--- config.mk ---
export PLATFORM = sky130hd
export DESIGN_NAME = clock_set_ctrl_flat
export DESIGN_NICKNAME = d
export VERILOG_FILES = /design/src/rtl/clock_set_ctrl_if.sv /design/src/rtl/clock_set_ctrl.sv /design/src/flat_wrapper.sv
export SDC_FILE = /design/constraint.sdc
export NUM_CORES = 1
export LEC_CHECK = 0
export CAP_MARGIN = 20
export CORE_MARGIN = 2
export CORE_UTILIZATION = 45
export CTS_BUF_LIST = sky130_fd_sc_hd__clkbuf_8
export DETAILED_ROUTE_END_ITERATION = 10
export GPL_TIMING_DRIVEN = 0
export PLACE_DENSITY = 0.67
export SETUP_SLACK_MARGIN = 0.3
export SKIP_LAST_GASP = 1
export SYNTH_ARGS = -nofsm -noshare
export SYNTH_HDL_FRONTEND = slang
export SYNTH_SLANG_ARGS = --single-unit
export TNS_END_PERCENT = 50
--- constraint.sdc ---
create_clock -name clk -period 4.07 [get_ports clk]
set_input_delay 0.814 -clock clk [delete_from_list [all_inputs] [get_ports clk]]
set_output_delay 0.814 -clock clk [all_outputs]
set_load 0.01 [all_outputs]
--- src/rtl/clock_set_ctrl_if.sv ---
// Button, current-time and shadow-time signals between the time-set controller
// and its neighbours (button conditioning, clock counters, display).
interface clock_set_ctrl_if;
    logic       btn_mode;
    logic       btn_inc;
    logic [1:0] cur_hours_p1;
    logic [3:0] cur_hours_p2;
    logic [2:0] cur_minutes_p1;
    logic [3:0] cur_minutes_p2;
    logic [1:0] set_hours_p1;
    logic [3:0] set_hours_p2;
    logic [2:0] set_minutes_p1;
    logic [3:0] set_minutes_p2;
    logic       load;
    logic       clk_hold;
    logic       blank_hr;
    logic       blank_min;
    logic [1:0] mode_state;

    modport master (
        output btn_mode, btn_inc, cur_hours_p1, cur_hours_p2, cur_minutes_p1, cur_minutes_p2,
        input  set_hours_p1, set_hours_p2, set_minutes_p1, set_minutes_p2,
               load, clk_hold, blank_hr, blank_min, mode_state
    );

    modport slave (
        input  btn_mode, btn_inc, cur_hours_p1, cur_hours_p2, cur_minutes_p1, cur_minutes_p2,
        output set_hours_p1, set_hours_p2, set_minutes_p1, set_minutes_p2,
               load, clk_hold, blank_hr, blank_min, mode_state
    );
endinterface

--- src/rtl/clock_set_ctrl.sv ---
// HH:MM time-set controller: mode/inc buttons walk hours then minutes in BCD,
// with auto-repeat, field blinking, idle timeout and a one-cycle commit load.
module clock_set_ctrl #(
    parameter logic [7:0]  HOLD_CYCLES    = 8'd200,
    parameter logic [7:0]  REPEAT_CYCLES  = 8'd50,
    parameter logic [7:0]  BLINK_HALF     = 8'd100,
    parameter logic [15:0] TIMEOUT_CYCLES = 16'd6000
) (
    input  logic            clk,
    input  logic            rst,
    clock_set_ctrl_if.slave bus
);
    typedef enum logic [1:0] {
        RUN     = 2'b00,
        SET_HR  = 2'b01,
        SET_MIN = 2'b10,
        COMMIT  = 2'b11
    } state_e;

    state_e      state_q, state_d;
    logic        mode_q, inc_q;
    logic [1:0]  hr1_q, hr1_d;
    logic [3:0]  hr2_q, hr2_d;
    logic [2:0]  mn1_q, mn1_d;
    logic [3:0]  mn2_q, mn2_d;
    logic [7:0]  hold_q, hold_d;
    logic [7:0]  blink_q, blink_d;
    logic        phase_q, phase_d;
    logic [15:0] to_q, to_d;

    logic mode_rise, inc_rise, in_set, rep_evt, inc_evt, to_fire;
    logic hr_bad, min_bad;

    assign mode_rise = bus.btn_mode & ~mode_q;
    assign inc_rise  = bus.btn_inc & ~inc_q;
    assign in_set    = (state_q == SET_HR) || (state_q == SET_MIN);
    assign rep_evt   = in_set & bus.btn_inc & (hold_q == HOLD_CYCLES);
    assign inc_evt   = inc_rise | rep_evt;
    assign to_fire   = in_set & ~mode_rise & ~inc_rise & (to_q == TIMEOUT_CYCLES - 16'd1);

    assign hr_bad  = (bus.cur_hours_p2 > 4'd9) || (bus.cur_hours_p1 == 2'd3) ||
                     ((bus.cur_hours_p1 == 2'd2) && (bus.cur_hours_p2 > 4'd3));
    assign min_bad = (bus.cur_minutes_p1 > 3'd5) || (bus.cur_minutes_p2 > 4'd9);

    always_comb begin
        state_d = state_q;
        hr1_d   = hr1_q;
        hr2_d   = hr2_q;
        mn1_d   = mn1_q;
        mn2_d   = mn2_q;
        case (state_q)
            RUN: begin
                if (mode_rise) begin
                    state_d = SET_HR;
                    hr1_d   = hr_bad  ? 2'd0 : bus.cur_hours_p1;
                    hr2_d   = hr_bad  ? 4'd0 : bus.cur_hours_p2;
                    mn1_d   = min_bad ? 3'd0 : bus.cur_minutes_p1;
                    mn2_d   = min_bad ? 4'd0 : bus.cur_minutes_p2;
                end
            end
            SET_HR: begin
                if (mode_rise)    state_d = SET_MIN;
                else if (to_fire) state_d = RUN;
                else if (inc_evt) begin
                    if (hr1_q == 2'd2 && hr2_q == 4'd3) begin
                        hr1_d = 2'd0;
                        hr2_d = 4'd0;
                    end else if (hr2_q == 4'd9) begin
                        hr1_d = hr1_q + 2'd1;
                        hr2_d = 4'd0;
                    end else begin
                        hr2_d = hr2_q + 4'd1;
                    end
                end
            end
            SET_MIN: begin
                if (mode_rise)    state_d = COMMIT;
                else if (to_fire) state_d = RUN;
                else if (inc_evt) begin
                    if (mn2_q == 4'd9) begin
                        mn2_d = 4'd0;
                        mn1_d = (mn1_q == 3'd5) ? 3'd0 : mn1_q + 3'd1;
                    end else begin
                        mn2_d = mn2_q + 4'd1;
                    end
                end
            end
            default: state_d = RUN;
        endcase
    end

    // Counters only run while staying in a set state; entry, exit and field
    // changes all restart them from zero with the blink phase visible.
    // The hold reload assumes REPEAT_CYCLES <= HOLD_CYCLES + 1.
    always_comb begin
        hold_d  = 8'd0;
        blink_d = 8'd0;
        phase_d = 1'b0;
        to_d    = 16'd0;
        if (in_set && (state_d == state_q)) begin
            if (bus.btn_inc)
                hold_d = rep_evt ? (HOLD_CYCLES - REPEAT_CYCLES + 8'd1) : (hold_q + 8'd1);
            if (blink_q == BLINK_HALF - 8'd1) begin
                phase_d = ~phase_q;
            end else begin
                blink_d = blink_q + 8'd1;
                phase_d = phase_q;
            end
            if (!(mode_rise || inc_rise))
                to_d = to_q + 16'd1;
        end
    end

    always_ff @(posedge clk) begin
        if (!rst) begin
            state_q <= RUN;
            mode_q  <= 1'b0;
            inc_q   <= 1'b0;
            hr1_q   <= '0;
            hr2_q   <= '0;
            mn1_q   <= '0;
            mn2_q   <= '0;
            hold_q  <= '0;
            blink_q <= '0;
            phase_q <= 1'b0;
            to_q    <= '0;
        end else begin
            state_q <= state_d;
            mode_q  <= bus.btn_mode;
            inc_q   <= bus.btn_inc;
            hr1_q   <= hr1_d;
            hr2_q   <= hr2_d;
            mn1_q   <= mn1_d;
            mn2_q   <= mn2_d;
            hold_q  <= hold_d;
            blink_q <= blink_d;
            phase_q <= phase_d;
            to_q    <= to_d;
        end
    end

    assign bus.set_hours_p1   = hr1_q;
    assign bus.set_hours_p2   = hr2_q;
    assign bus.set_minutes_p1 = mn1_q;
    assign bus.set_minutes_p2 = mn2_q;
    assign bus.load           = (state_q == COMMIT);
    assign bus.clk_hold       = (state_q != RUN);
    assign bus.blank_hr       = (state_q == SET_HR) & phase_q & ~bus.btn_inc;
    assign bus.blank_min      = (state_q == SET_MIN) & phase_q & ~bus.btn_inc;
    assign bus.mode_state     = state_q;
endmodule

--- src/flat_wrapper.sv ---
// flat-port wrapper written by rule: the top's interface ports become plain ports
module clock_set_ctrl_flat 
#(
    parameter logic [7:0]  HOLD_CYCLES    = 8'd200,
    parameter logic [7:0]  REPEAT_CYCLES  = 8'd50,
    parameter logic [7:0]  BLINK_HALF     = 8'd100,
    parameter logic [15:0] TIMEOUT_CYCLES = 16'd6000
)
  (clk, rst, bus_btn_mode, bus_btn_inc, bus_cur_hours_p1, bus_cur_hours_p2, bus_cur_minutes_p1, bus_cur_minutes_p2, bus_set_hours_p1, bus_set_hours_p2, bus_set_minutes_p1, bus_set_minutes_p2, bus_load, bus_clk_hold, bus_blank_hr, bus_blank_min, bus_mode_state);
  clock_set_ctrl_if bus_i ();
  input  logic clk;
  input  logic rst;
  input wire logic [$bits(bus_i.btn_mode)-1:0] bus_btn_mode;
  input wire logic [$bits(bus_i.btn_inc)-1:0] bus_btn_inc;
  input wire logic [$bits(bus_i.cur_hours_p1)-1:0] bus_cur_hours_p1;
  input wire logic [$bits(bus_i.cur_hours_p2)-1:0] bus_cur_hours_p2;
  input wire logic [$bits(bus_i.cur_minutes_p1)-1:0] bus_cur_minutes_p1;
  input wire logic [$bits(bus_i.cur_minutes_p2)-1:0] bus_cur_minutes_p2;
  output wire logic [$bits(bus_i.set_hours_p1)-1:0] bus_set_hours_p1;
  output wire logic [$bits(bus_i.set_hours_p2)-1:0] bus_set_hours_p2;
  output wire logic [$bits(bus_i.set_minutes_p1)-1:0] bus_set_minutes_p1;
  output wire logic [$bits(bus_i.set_minutes_p2)-1:0] bus_set_minutes_p2;
  output wire logic [$bits(bus_i.load)-1:0] bus_load;
  output wire logic [$bits(bus_i.clk_hold)-1:0] bus_clk_hold;
  output wire logic [$bits(bus_i.blank_hr)-1:0] bus_blank_hr;
  output wire logic [$bits(bus_i.blank_min)-1:0] bus_blank_min;
  output wire logic [$bits(bus_i.mode_state)-1:0] bus_mode_state;
  assign bus_i.btn_mode = bus_btn_mode;
  assign bus_i.btn_inc = bus_btn_inc;
  assign bus_i.cur_hours_p1 = bus_cur_hours_p1;
  assign bus_i.cur_hours_p2 = bus_cur_hours_p2;
  assign bus_i.cur_minutes_p1 = bus_cur_minutes_p1;
  assign bus_i.cur_minutes_p2 = bus_cur_minutes_p2;
  assign bus_set_hours_p1 = bus_i.set_hours_p1;
  assign bus_set_hours_p2 = bus_i.set_hours_p2;
  assign bus_set_minutes_p1 = bus_i.set_minutes_p1;
  assign bus_set_minutes_p2 = bus_i.set_minutes_p2;
  assign bus_load = bus_i.load;
  assign bus_clk_hold = bus_i.clk_hold;
  assign bus_blank_hr = bus_i.blank_hr;
  assign bus_blank_min = bus_i.blank_min;
  assign bus_mode_state = bus_i.mode_state;
  clock_set_ctrl #(.HOLD_CYCLES(HOLD_CYCLES), .REPEAT_CYCLES(REPEAT_CYCLES), .BLINK_HALF(BLINK_HALF), .TIMEOUT_CYCLES(TIMEOUT_CYCLES)) u_core (.clk(clk), .rst(rst), .bus(bus_i));
endmodule
Fig. 1: run 1, placed cells, one colour a class
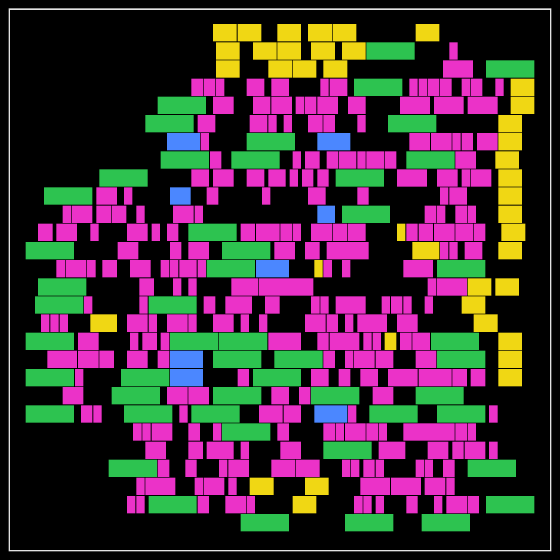
[yellow] other buffers and delay cells | cells: 40
[magenta] combinational and other logic | cells: 252
[green] flops | cells: 50
[blue] clock drivers and dummy loads | cells: 8
fin area: 0.00321 mm²
Cell Rows: 28
flop share of the area: 31.2%
Util after Layout: 55.1%
core area: 0.00582 mm²

Fig. 2: run 1, supply network
Pins as bars on the die edge. Tap cells in grey.
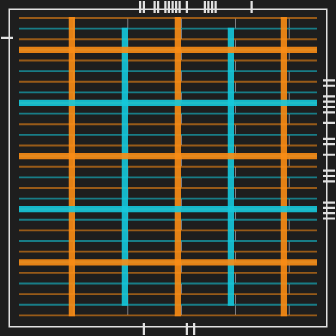
[orange] VSS
[cyan] VDD
rows: 28
signal pins: 36
Die Y: 80.9 µm
Die X: 80.9 µm
Max VDD drop: 0.190 mV

Fig. 3: run 1, clock wires, drivers and flops
Scale bar: 20 µm.
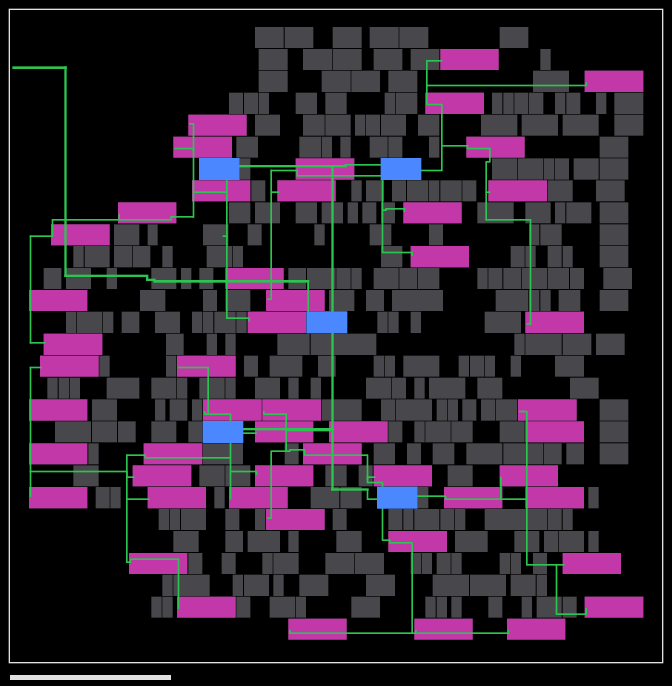
[magenta] flip-flops | count: 50
[blue] clock drivers | count: 5
[green] clock wires | length: 616 µm
flops lie: widely spread

==> impl_metrics.csv, run 1 <==
group,metric,value,unit
final_layout,top_register,"u_core.to_q",
timing,finalCriticalPeriod,3.11,ns
worst_setup_path,cpPeakStageDelay,0.52,ns
outcome,outcome,"completed",
power,total_power,1.05,mW
final_layout,dominant-cell-class,"combinational gates",
global_route,grt_pass1_wl,9.26,mm
worst_setup_path,arrival,2.30,ns
final_layout,lay_top_cells,"nor2_1 (58), dfxtp_1 (50), clkdlybuf4s50_1 (35), nand3_1 (22), nand2_1 (18)",
worst_setup_path,timing.rr.end,"u_core.to_q[11]",
final_layout,nonClockBufferCount,40,
timing,finalSetupViolations,0,
worst_hold_path,min_path_cells,1,
timing,post-route-period-util,76.4,%
yosys,syn_nets,334,
final_layout,antennaDiodeCount,0,
cts,cts_sinks,50,
yosys,ys_chip_area,0.00266,mm²
drt,dr_wl_met3,155,µm
worst_setup_path,crit_chain,"ha_1 -> clkbuf_1 -> and3b_2 -> clkdlybuf4s50_1",
final_layout,lay_top_count,"nor2_1",
yosys,yosysWarnings,0,
die,fp_util,45.8,%
timing,hold_violations,0,
final_layout,largest_reg_flops,16,
drt,ant_nets,0,
final_layout,largestRegisters,"u_core.to_q x16, u_core.blink_q x8, u_core.hold_q x8",
drt,dr.first_iter.drc_count,96,
timing,final_max_slew_viol_count,0,
cts,path_clk_slew,0.10,ns
worst_setup_path,ff2ff_setup_slack,1.43,ns
-- run 1: metal layers --
metal | GRT usage (%) | vias up
li1 | - | 1164
met1 | 23.1 | 1022
met2 | 30.2 | 26
met3 | 3.78 | 6
met4 | 5.59 | 0
met5 | 0 | -
-- run 1: kinds of logic (layout without fill, tap and decap cells) --
group | after synthesis | count (layout) | share of synthesized area [%]
flops | 50 | 50 | 37.6
compound gates | 54 | 54 | 16.0
fa+ha+maj | 10 | 10 | 4.70
buf+inv | 19 | 62 | 3.29
simple gates | 145 | 145 | 28.9
xor+xnor | 29 | 29 | 9.53
-- run 1: power by group --
part	leakage, nW	switching (mW)	total, mW	internal, mW
sequential	0.406	0.0287	0.538	0.509
combinational	0.629	0.104	0.207	0.103
clock	0.0478	0.170	0.310	0.140
total	1.08	0.302	1.05	0.752
Fig. 4: run 1, metal layers overlaid
Scale bar: 20 µm.
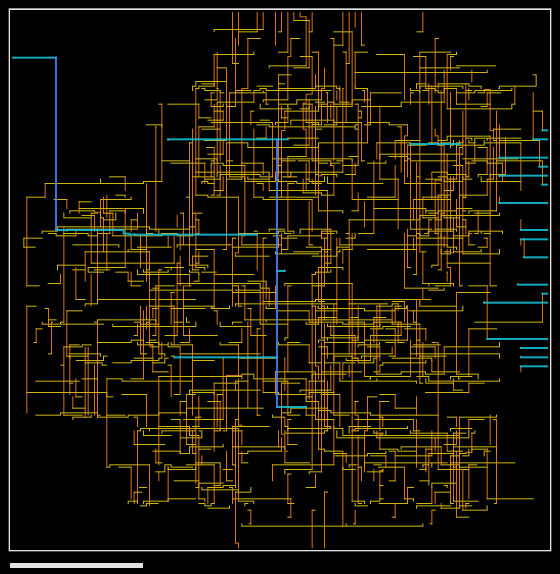

==> run 2, diff against run 1 <==
- clock period: 4.07 -> 3.1 ns (I/O delays scaled with it)
Fig. 5: run 2, metal layers overlaid
Scale bar: 20 µm.
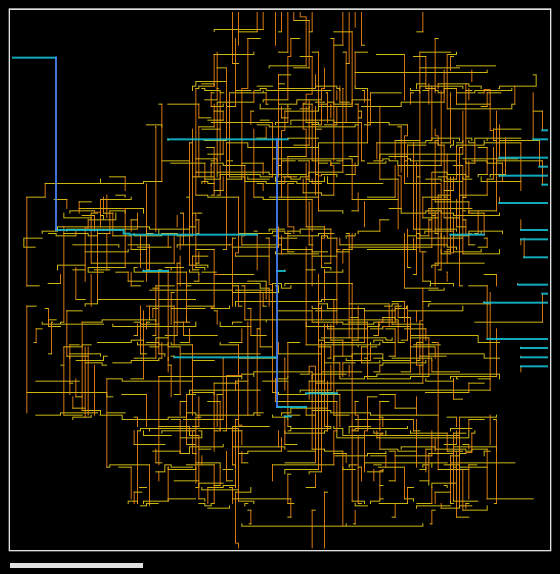
[blue] metal 4 | wire length: 66.0 µm
[orange] metal 2 | wire length: 2520 µm
[cyan] metal 3 | wire length: 163 µm
[yellow] metal 1 | wire length: 2680 µm
wire per inst: 12.8 µm
GRT Total Usage: 18.0%
Routed WL: 5.43 mm
via count: 2221

Fig. 6: run 2, clock wires, drivers and flops
Scale bar: 20 µm.
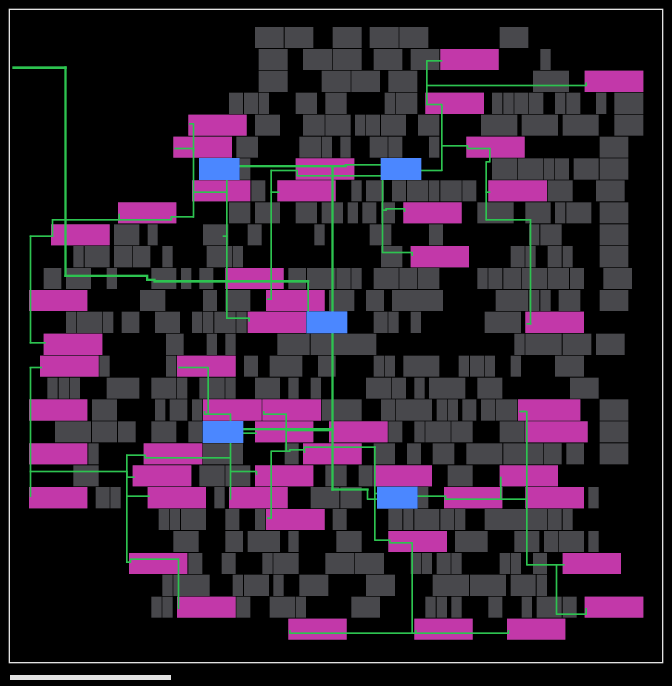
[green] clock wires | length: 617 µm
[magenta] flip-flops | count: 50
[blue] clock drivers | count: 5
flops lie: widely spread

==> run 2 against run 1 <==
  * Clock power rose by 32%
  * Cell count unchanged
  * Core utilization rose by 0.065 points
  * Highest routed layer unchanged
==> impl_metrics.csv, run 2 <==
group,metric,value,unit
die,core_area,0.00582,mm²
cts,cts_sinks,50,
worst_setup_path,cpPeakStageDelay,0.52,ns
power,total_power,1.39,mW
die,die_w,80.9,µm
yosys,xor_area_share,9.53,%
timing,hold_violations,0,
outcome,outcome,"completed",
worst_setup_path,ff2ff_setup_slack,0.59,ns
yosys,syn_nets,334,
yosys,ys_sh_aoi,16.0,%
yosys,ys_chip_area,0.00266,mm²
die,fp-row-count,28,
timing,finalCriticalPeriod,2.62,ns
yosys,yosys.area_share.adder,4.70,%
final_layout,lay_top_cells,"nor2_1 (58), dfxtp_1 (48), clkdlybuf4s50_1 (35), nand3_1 (22), nand2_1 (18)",
worst_setup_path,timing.rr.end,"u_core.to_q[11]",
global_route,use_met2,30.2,%
global_route,grt.busiest_layer,"met2",
timing,final_max_slew_viol_count,0,
drt,dr.first_iter.drc_count,90,
yosys,synthTopLogicFamily,"simple AND/OR/NAND/NOR gates",
worst_setup_path,arrival,2.00,ns
final_layout,antennaDiodeCount,0,
die,fp_util,45.8,%
final_layout,top_register,"u_core.to_q",
worst_setup_path,crit_chain,"inv_1 -> ha_1 -> clkbuf_2 -> and3b_2 -> clkdlybuf4s50_1",
final_layout,largestRegisters,"u_core.to_q x16, u_core.blink_q x8, u_core.hold_q x8",
yosys,yosysWarnings,0,
global_route,grt_pass1_wl,9.26,mm
timing,finalSetupViolations,0,
global_route,grt_util_met3,3.78,%
final_layout,lay_top_count,"nor2_1",
cts,numCtsBuffers,5,
final_layout,fin_area,0.00321,mm²
drt,dr_wl_met3,162,µm
yosys,topCellsByArea,"dfxtp_1 (38%), nor2_1 (8.2%), xor2_1 (5.6%)",
worst_hold_path,min_path_cells,1,
timing,post-route-period-util,84.5,%
## run 2: final cells by class
type / instances / area (µm²)
inverters: 14 / 52.6
well taps: 75 / 93.8
clock inverters: 2 / 16.3
multi-input cells: 238 / 1580
flip-flops and latches: 50 / 1000
repair buffers: 35 / 350
fillers: 575 / 2610
clock buffers: 6 / 82.6
plain buffers: 5 / 36.3
## run 2: power breakdown
group          switching, mW  internal, mW
Sequential            0.0377         0.669
Combinational          0.136         0.136
Clock                  0.224         0.184
## run 2: kinds of logic after synthesis
family / count (synthesis)
AND/OR/NAND/NOR: 145
adder cells (fa/ha/maj): 10
flip-flops: 50
buffers and inverters: 19
XOR/XNOR: 29
AND-OR/OR-AND: 54
Power figures rest on the tool's default switching activity, not on a simulated workload.
